--- config.mk ---
export PLATFORM = sky130hd
export DESIGN_NAME = sata_link_seq_flat
export DESIGN_NICKNAME = d
export VERILOG_FILES = /design/src/rtl/sata_link_seq_if.sv /design/src/rtl/sata_link_seq.sv /design/src/flat_wrapper.sv
export SDC_FILE = /design/constraint.sdc
export NUM_CORES = 1
export LEC_CHECK = 0
export ABC_AREA = 0
export CORE_MARGIN = 5
export CORE_UTILIZATION = 60
export DETAILED_ROUTE_END_ITERATION = 7
export PLACE_DENSITY = 0.86
export SLEW_MARGIN = 0
export SYNTH_ARGS = -nofsm -noshare
export SYNTH_HDL_FRONTEND = slang
export SYNTH_SLANG_ARGS = --single-unit
--- constraint.sdc ---
create_clock -name clk -period 2.65 [get_ports clk]
set_clock_uncertainty 0.05 [all_clocks]
set_input_delay 0.265 -clock clk [delete_from_list [all_inputs] [get_ports clk]]
set_output_delay 0.265 -clock clk [all_outputs]
set_load 0.05 [all_outputs]
--- src/rtl/sata_link_seq_if.sv ---
// sata_link_seq_if: bundles the host/PHY-facing signals of the SATA link
// bring-up sequencer.
//   slave  : sequencer side (inputs plllkdet/port_en/linkup/err_clr,
//            outputs resets, StartComm, grant, status).
//   master : the surrounding host controllers / PHY wrapper.
interface sata_link_seq_if;
  logic       plllkdet;     // GTX PLL lock, asynchronous
  logic [1:0] port_en;      // per-port host enable, level
  logic [1:0] linkup;       // per-port PHY link-up, clk domain
  logic [1:0] err_clr;      // per-port clear of timeout_err / retry_cnt
  logic       gtxreset;     // shared tile reset
  logic [1:0] phyreset;     // per-port PHY reset
  logic [1:0] startcomm;    // per-port one-cycle StartComm
  logic [1:0] grant;        // OOB window owner, one-hot or zero
  logic [1:0] link_ready;   // port is up
  logic [1:0] timeout_err;  // sticky link timeout
  logic [7:0] retry_cnt0;   // saturating retry count, port 0
  logic [7:0] retry_cnt1;   // saturating retry count, port 1

  modport slave (
    input  plllkdet, port_en, linkup, err_clr,
    output gtxreset, phyreset, startcomm, grant, link_ready, timeout_err,
           retry_cnt0, retry_cnt1
  );

  modport master (
    output plllkdet, port_en, linkup, err_clr,
    input  gtxreset, phyreset, startcomm, grant, link_ready, timeout_err,
           retry_cnt0, retry_cnt1
  );
endinterface

--- src/rtl/sata_link_seq.sv ---
// sata_link_seq: bring-up sequencer and OOB arbiter for the dual-port SATA
// GTX PHY. Holds the tile in reset, waits for PLL lock, then lets each port
// run reset -> StartComm -> link-up wait with timeout, backoff and retry.
// A round-robin arbiter gives at most one port the OOB/reset window.
// Ports:
//   clk   : PHY user clock
//   rst_n : asynchronous active-low reset
//   bus   : sata_link_seq_if.slave (see interface for signal list)

// Per-port bring-up FSM. All outputs registered from the next state.
//   i_run/i_drop : global FSM in run / lock just lost (force idle)
//   i_win        : arbiter grants this port this cycle
//   o_req        : port is requesting the window
//   o_hold       : port will own the window next cycle (drives grant reg)
module sata_link_port #(
  parameter int C_PHY_RST_CYCLES = 8,
  parameter int C_LINK_TIMEOUT   = 1000000,
  parameter int C_BACKOFF        = 256
) (
  input  logic       clk,
  input  logic       rst_n,
  input  logic       i_en,
  input  logic       i_run,
  input  logic       i_drop,
  input  logic       i_linkup,
  input  logic       i_err_clr,
  input  logic       i_win,
  output logic       o_req,
  output logic       o_hold,
  output logic       o_phyreset,
  output logic       o_startcomm,
  output logic       o_link_ready,
  output logic       o_timeout_err,
  output logic [7:0] o_retry_cnt
);
  typedef enum logic [2:0] {
    P_IDLE, P_REQ, P_RST, P_COMM, P_WAIT, P_UP, P_BACKOFF
  } p_state_t;

  localparam logic [23:0] L_RST = 24'(C_PHY_RST_CYCLES - 1);
  localparam logic [23:0] L_LTO = 24'(C_LINK_TIMEOUT - 1);
  localparam logic [23:0] L_BO  = 24'(C_BACKOFF - 1);

  p_state_t    r_state, w_nxt;
  logic [23:0] r_cnt;
  logic        w_to, w_inc;
  logic        r_phyreset, r_startcomm, r_link_ready, r_timeout_err;
  logic [7:0]  r_retry, w_retry_base;

  always_comb begin
    w_nxt = r_state;
    w_to  = 1'b0;
    w_inc = 1'b0;
    if (i_drop || !i_en) w_nxt = P_IDLE;
    else begin
      case (r_state)
        P_IDLE:    if (i_run) w_nxt = P_REQ;
        P_REQ:     if (i_win) w_nxt = P_RST;
        P_RST:     if (r_cnt == L_RST) w_nxt = P_COMM;
        P_COMM:    w_nxt = P_WAIT;
        P_WAIT: begin
          if (i_linkup) w_nxt = P_UP;
          else if (r_cnt == L_LTO) begin
            w_nxt = P_BACKOFF;
            w_to  = 1'b1;
            w_inc = 1'b1;
          end
        end
        P_UP: begin
          if (!i_linkup) begin
            w_nxt = P_BACKOFF;
            w_inc = 1'b1;
          end
        end
        P_BACKOFF: if (r_cnt == L_BO) w_nxt = P_REQ;
        default:   w_nxt = P_IDLE;
      endcase
    end
  end

  // A clear in the same cycle as an increment restarts the count from zero.
  assign w_retry_base = i_err_clr ? 8'd0 : r_retry;

  always_ff @(posedge clk or negedge rst_n) begin
    if (!rst_n) begin
      r_state       <= P_IDLE;
      r_cnt         <= '0;
      r_phyreset    <= 1'b1;
      r_startcomm   <= 1'b0;
      r_link_ready  <= 1'b0;
      r_timeout_err <= 1'b0;
      r_retry       <= '0;
    end else begin
      r_state      <= w_nxt;
      r_cnt        <= (w_nxt != r_state) ? 24'd0 : r_cnt + 24'd1;
      r_phyreset   <= (w_nxt inside {P_IDLE, P_REQ, P_RST, P_BACKOFF});
      r_startcomm  <= (w_nxt == P_COMM);
      r_link_ready <= (w_nxt == P_UP);
      if (w_to)           r_timeout_err <= 1'b1;
      else if (i_err_clr) r_timeout_err <= 1'b0;
      if (w_inc) r_retry <= (w_retry_base == 8'hFF) ? 8'hFF : w_retry_base + 8'd1;
      else       r_retry <= w_retry_base;
    end
  end

  assign o_req         = (r_state == P_REQ) && i_en && !i_drop;
  assign o_hold        = (w_nxt inside {P_RST, P_COMM, P_WAIT});
  assign o_phyreset    = r_phyreset;
  assign o_startcomm   = r_startcomm;
  assign o_link_ready  = r_link_ready;
  assign o_timeout_err = r_timeout_err;
  assign o_retry_cnt   = r_retry;
endmodule

module sata_link_seq #(
  parameter int C_GTX_RST_CYCLES = 16,
  parameter int C_PLL_TIMEOUT    = 65535,
  parameter int C_PHY_RST_CYCLES = 8,
  parameter int C_LINK_TIMEOUT   = 1000000,
  parameter int C_BACKOFF        = 256
) (
  input  logic           clk,
  input  logic           rst_n,
  sata_link_seq_if.slave bus
);
  localparam int NUM_PORTS = 2;
  localparam logic [23:0] L_GTX = 24'(C_GTX_RST_CYCLES - 1);
  localparam logic [23:0] L_PLL = 24'(C_PLL_TIMEOUT - 1);

  typedef enum logic [1:0] {G_RST, G_PLL, G_RUN} g_state_t;

  g_state_t    r_g_state;
  logic [23:0] r_g_cnt;
  logic        r_gtxreset;
  logic        r_lock_meta, r_lock;
  logic        w_run, w_drop;

  logic [NUM_PORTS-1:0]      w_req, w_hold, w_win, r_grant;
  logic                      r_last;  // index of the port granted most recently
  logic [NUM_PORTS-1:0][7:0] w_retry;

  assign w_run  = (r_g_state == G_RUN);
  assign w_drop = w_run && !r_lock;

  // Global tile FSM with plllkdet synchroniser.
  always_ff @(posedge clk or negedge rst_n) begin
    if (!rst_n) begin
      r_lock_meta <= 1'b0;
      r_lock      <= 1'b0;
      r_g_state   <= G_RST;
      r_g_cnt     <= '0;
      r_gtxreset  <= 1'b1;
    end else begin
      r_lock_meta <= bus.plllkdet;
      r_lock      <= r_lock_meta;
      case (r_g_state)
        G_RST: begin
          if (r_g_cnt == L_GTX) begin
            r_g_state  <= G_PLL;
            r_g_cnt    <= '0;
            r_gtxreset <= 1'b0;
          end else r_g_cnt <= r_g_cnt + 24'd1;
        end
        G_PLL: begin
          if (r_lock) begin
            r_g_state <= G_RUN;
            r_g_cnt   <= '0;
          end else if (r_g_cnt == L_PLL) begin
            r_g_state  <= G_RST;
            r_g_cnt    <= '0;
            r_gtxreset <= 1'b1;
          end else r_g_cnt <= r_g_cnt + 24'd1;
        end
        G_RUN: begin
          if (!r_lock) begin
            r_g_state  <= G_RST;
            r_g_cnt    <= '0;
            r_gtxreset <= 1'b1;
          end
        end
        default: begin
          r_g_state  <= G_RST;
          r_g_cnt    <= '0;
          r_gtxreset <= 1'b1;
        end
      endcase
    end
  end

  // Arbitrate only while the window is free; on a tie the port that did
  // not win last time goes first. The grant register then simply follows
  // each port's "owns window next cycle" flag, so release is immediate and
  // a new grant can only land one cycle later.
  always_comb begin
    w_win = '0;
    if (r_grant == '0) begin
      if (&w_req) w_win = r_last ? 2'b01 : 2'b10;
      else        w_win = w_req;
    end
  end

  always_ff @(posedge clk or negedge rst_n) begin
    if (!rst_n) begin
      r_grant <= '0;
      r_last  <= 1'b1;
    end else begin
      r_grant <= w_hold;
      if (|w_win) r_last <= w_win[1];
    end
  end

  for (genvar n = 0; n < NUM_PORTS; n++) begin : g_port
    sata_link_port #(
      .C_PHY_RST_CYCLES (C_PHY_RST_CYCLES),
      .C_LINK_TIMEOUT   (C_LINK_TIMEOUT),
      .C_BACKOFF        (C_BACKOFF)
    ) u_port (
      .clk           (clk),
      .rst_n         (rst_n),
      .i_en          (bus.port_en[n]),
      .i_run         (w_run),
      .i_drop        (w_drop),
      .i_linkup      (bus.linkup[n]),
      .i_err_clr     (bus.err_clr[n]),
      .i_win         (w_win[n]),
      .o_req         (w_req[n]),
      .o_hold        (w_hold[n]),
      .o_phyreset    (bus.phyreset[n]),
      .o_startcomm   (bus.startcomm[n]),
      .o_link_ready  (bus.link_ready[n]),
      .o_timeout_err (bus.timeout_err[n]),
      .o_retry_cnt   (w_retry[n])
    );
  end

  assign bus.gtxreset   = r_gtxreset;
  assign bus.grant      = r_grant;
  assign bus.retry_cnt0 = w_retry[0];
  assign bus.retry_cnt1 = w_retry[1];
endmodule

--- src/flat_wrapper.sv ---
// flat-port wrapper written by rule: the top's interface ports become plain ports
module sata_link_seq_flat 
#(
  parameter int C_GTX_RST_CYCLES = 16,
  parameter int C_PLL_TIMEOUT    = 65535,
  parameter int C_PHY_RST_CYCLES = 8,
  parameter int C_LINK_TIMEOUT   = 1000000,
  parameter int C_BACKOFF        = 256
)
  (clk, rst_n, bus_plllkdet, bus_port_en, bus_linkup, bus_err_clr, bus_gtxreset, bus_phyreset, bus_startcomm, bus_grant, bus_link_ready, bus_timeout_err, bus_retry_cnt0, bus_retry_cnt1);
  sata_link_seq_if bus_i ();
  input  logic clk;
  input  logic rst_n;
  input wire logic [$bits(bus_i.plllkdet)-1:0] bus_plllkdet;
  input wire logic [$bits(bus_i.port_en)-1:0] bus_port_en;
  input wire logic [$bits(bus_i.linkup)-1:0] bus_linkup;
  input wire logic [$bits(bus_i.err_clr)-1:0] bus_err_clr;
  output wire logic [$bits(bus_i.gtxreset)-1:0] bus_gtxreset;
  output wire logic [$bits(bus_i.phyreset)-1:0] bus_phyreset;
  output wire logic [$bits(bus_i.startcomm)-1:0] bus_startcomm;
  output wire logic [$bits(bus_i.grant)-1:0] bus_grant;
  output wire logic [$bits(bus_i.link_ready)-1:0] bus_link_ready;
  output wire logic [$bits(bus_i.timeout_err)-1:0] bus_timeout_err;
  output wire logic [$bits(bus_i.retry_cnt0)-1:0] bus_retry_cnt0;
  output wire logic [$bits(bus_i.retry_cnt1)-1:0] bus_retry_cnt1;
  assign bus_i.plllkdet = bus_plllkdet;
  assign bus_i.port_en = bus_port_en;
  assign bus_i.linkup = bus_linkup;
  assign bus_i.err_clr = bus_err_clr;
  assign bus_gtxreset = bus_i.gtxreset;
  assign bus_phyreset = bus_i.phyreset;
  assign bus_startcomm = bus_i.startcomm;
  assign bus_grant = bus_i.grant;
  assign bus_link_ready = bus_i.link_ready;
  assign bus_timeout_err = bus_i.timeout_err;
  assign bus_retry_cnt0 = bus_i.retry_cnt0;
  assign bus_retry_cnt1 = bus_i.retry_cnt1;
  sata_link_seq #(.C_GTX_RST_CYCLES(C_GTX_RST_CYCLES), .C_PLL_TIMEOUT(C_PLL_TIMEOUT), .C_PHY_RST_CYCLES(C_PHY_RST_CYCLES), .C_LINK_TIMEOUT(C_LINK_TIMEOUT), .C_BACKOFF(C_BACKOFF)) u_core (.clk(clk), .rst_n(rst_n), .bus(bus_i));
endmodule
==> impl_metrics.toml <==
# physical design summary
[setup_path]
crit_arrival_ns = 2.71
r2r_slack_ns = 0.15
cp_top_family = "simple AND/OR/NAND/NOR gates"
cpPeakStageDelay_ns = 0.59
path_depth = 7
required_ns = 2.87
path_cells = "or4_4 > or4_4 > a211oi_2 > o31ai_1 > nand4b_2 > buf_12 > nor2_1"

[synth]
adder_share = 0.0124
synth-compound-area-share = 0.129
top_cells_by_area = "dfrtp_1 44%, nor2_1 5.3%, xor2_1 4.2%"
ys_cells = 643
syn_area_sq_mm = 0.00604
synthTopLogicFamily = "simple AND/OR/NAND/NOR gates"
ys.flops = 110
synthFlopType = "dfrtp_1"
synthArstFlopShare = 1.00
syn-num-nets = 658

[power_and_ir_drop]
p_sw_uw = 1560
clkPwrFrac = 0.239
combPwrFrac = 0.283

[floorplanning]
core_area_sq_mm = 0.00982
dieWidth_microns = 110
die_area_sq_mm = 0.0122
pin_count = 36
dieHeight_microns = 110
num_rows = 36

[detailed_routing]
vias_per_cell = 6.16
firstDrtPassIters = 5
drt_iter0_markers = 247
postRouteAntennaNets = 0

[finish]
flop-count = 110
combGateArea_sq_mm = 0.00305
area.sequential_sq_mm = 0.00276
num-nets-final = 690
final_cells = 813
final_util = 0.691
antenna_cells = 0
largest_class = "multi-input combinational cells"

[clock_network]
post-cts-setup-buffer-count = 0
cts_tree = "done"

[global_routing]
grt_pass1_vias = 4827

[timing]
rsz0062_at_grt = "false"
slew_headroom = 0.452
fmax_mhz = 401

[outcome]
outcome = "complete, no violations"

[worst_hold_path]
whs_endpoint = "u_core.r_lock_meta$_DFF_PN0_"

[place]
place_inst = 796
timing repair:
item | CTS | global route
gates resized | 0 | 2
endpoints found under the hold margin | 39 | 0
hold buffers | 1 | 0
endpoints found under the setup margin | 0 | 4
worst max path at each step:
stage | start | endpoint | slack, ns
3_5_place_dp | bus_linkup[1] | u_core.g_port[1].u_port.o_retry_cnt[4]$_DFF_PN0_ | -0.01
4_1_cts | u_core.g_port[1].u_port.r_cnt[0]$_DFF_PN0_ | u_core.g_port[1].u_port.o_retry_cnt[4]$_DFF_PN0_ | 0.1
2_1_floorplan | u_core.g_port[1].u_port.r_cnt[0]$_DFF_PN0_ | u_core.g_port[1].u_port.o_retry_cnt[4]$_DFF_PN0_ | 0.31
3_3_place_gp | bus_linkup[1] | u_core.g_port[1].u_port.o_retry_cnt[0]$_DFF_PN0_ | 0.07
6_report | u_core.g_port[0].u_port.r_cnt[8]$_DFF_PN0_ | u_core.g_port[0].u_port.r_cnt[17]$_DFF_PN0_ | 0.15
5_1_grt | u_core.g_port[0].u_port.r_cnt[8]$_DFF_PN0_ | u_core.g_port[0].u_port.r_cnt[17]$_DFF_PN0_ | 0.06
cell usage in the layout, fill, tap and decap left out, types with 5 or more instances in the layout:
cell and instances:
dfrtp_1 106, nor2_1 85, nand2_1 52, nand3_1 34, clkdlybuf4s50_1 34, nand4_1 32
xor2_1 29, a21oi_1 23, xnor2_1 23, inv_1 20, a31oi_1 20, o21ai_0 17
nor2b_1 16, buf_4 14, nor4_1 13, and3_1 11, nor3_1 11, clkbuf_8 10
a21o_1 8, and2_1 6, mux2i_1 6, ha_1 6, or4_4 5, or3_1 5
and4_1 5
per-layer routing:
layer  vias to the layer above  GRT usage  routed length [microns]
li1                       2363          -                        -
met3                        25     0.0315                      723
met2                       171      0.370                     6210
met4                         0      0.106                      314
met1                      2446      0.313                     5890
met5                         -          0                        0
flip-flops by register name (all words and copies together) (netlist names):
register / cells
u_core.g_port.u_port.o_timeout_err: 2
u_core.r_last: 1
u_core.bus.grant: 2
u_core.g_port.u_port.o_startcomm: 2
u_core.g_port.u_port.o_phyreset: 2
u_core.g_port.u_port.r_cnt: 48
u_core.g_port.u_port.o_link_ready: 2
u_core.g_port.u_port.o_retry_cnt: 16
u_core.g_port.u_port.r_state: 6
u_core.bus.gtxreset: 1
u_core.r_g_cnt: 24
u_core.r_lock_meta: 1
u_core.r_lock: 1
u_core.r_g_state: 2
per-stage QoR:
step / area (sq um) / TNS [ns]
global placement: 6560 / 0
global route: 6790 / 0
detailed placement: 6560 / -0.0224
finish: 6790 / 0
CTS: 6780 / 0
floorplan: 6040 / 0
power by group through the flow:
stage	logic, uW	registers [uW]	clock network [uW]
detailed placement	1240	2140	0
global placement	1190	2130	0
finish	1260	2120	1060
floorplan	917	2100	0
global route	1400	2160	1160
CTS	1250	2110	1070
kinds of logic (layout without fill, tap and decap cells):
logic type | after synthesis | count (layout)
compound gates | 108 | 108
xor+xnor | 52 | 52
fa+ha+maj | 6 | 6
buf+inv | 52 | 89
flops | 110 | 110
mux | 9 | 9
simple gates | 306 | 306
### The metal 4 layer

Supply wires on this layer in grey.
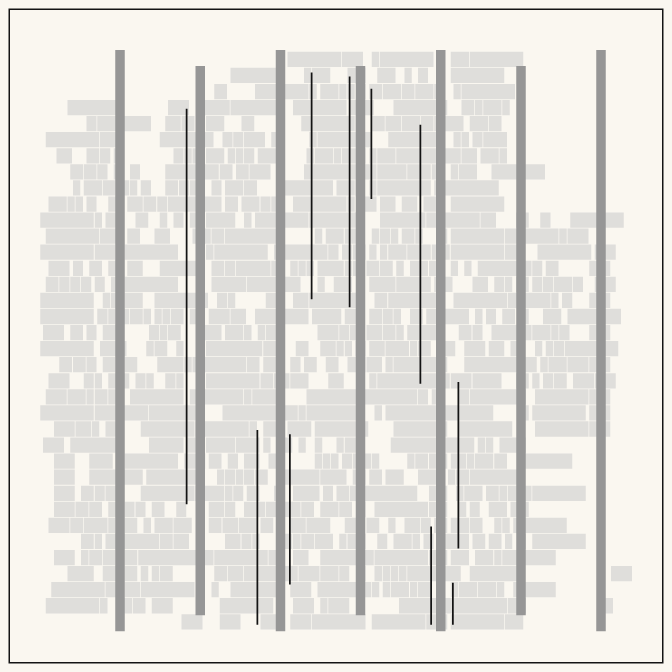
The longest straight run is 66.6 microns. The wires run mostly vertical.
Post-Route WL: 13100 microns
DR vias: 5005

### Signal wires on met3

Bar = 20 microns.
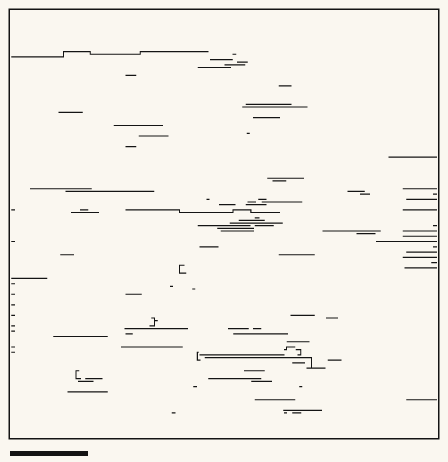
The layer holds 5.5% of the routed length. The longest straight run is 27.4 microns. 84 nets have wire on it. The layer carries 723 microns of wire.
met3 usage: 0.0315

### Wiring by layer

Bar = 20 microns.
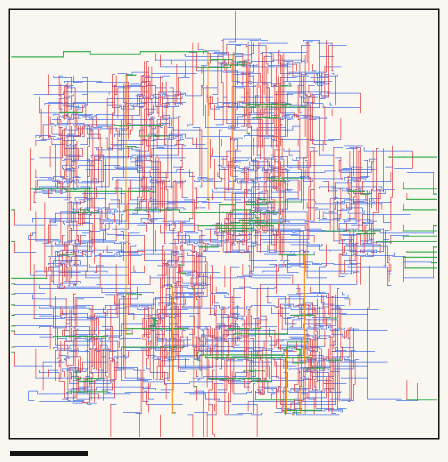
Blue is met1, wire length 5890 microns. Green is met3, wire length 723 microns. Red is met2, wire length 6210 microns. Orange is met4, wire length 314 microns.
DR WL/cell: 16.2 microns
Overall Global Routing Usage: 0.231

### Cell sizes after repair

Bar = 20 microns.
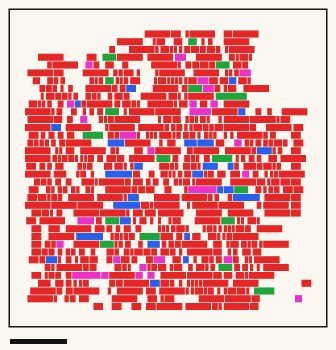
Blue is drive 2, cells 26, share 3.8%. Green is drive 6 and up, cells 17, share 2.5%. Magenta is drive 3 to 4, cells 26, share 3.8%. Red is drive 1 or less, cells 611, share 90%.
bufs w/o clock: 53
final setup margin: 0.155 ns

No activity file was given, so power comes from the tool's default toggle rates.
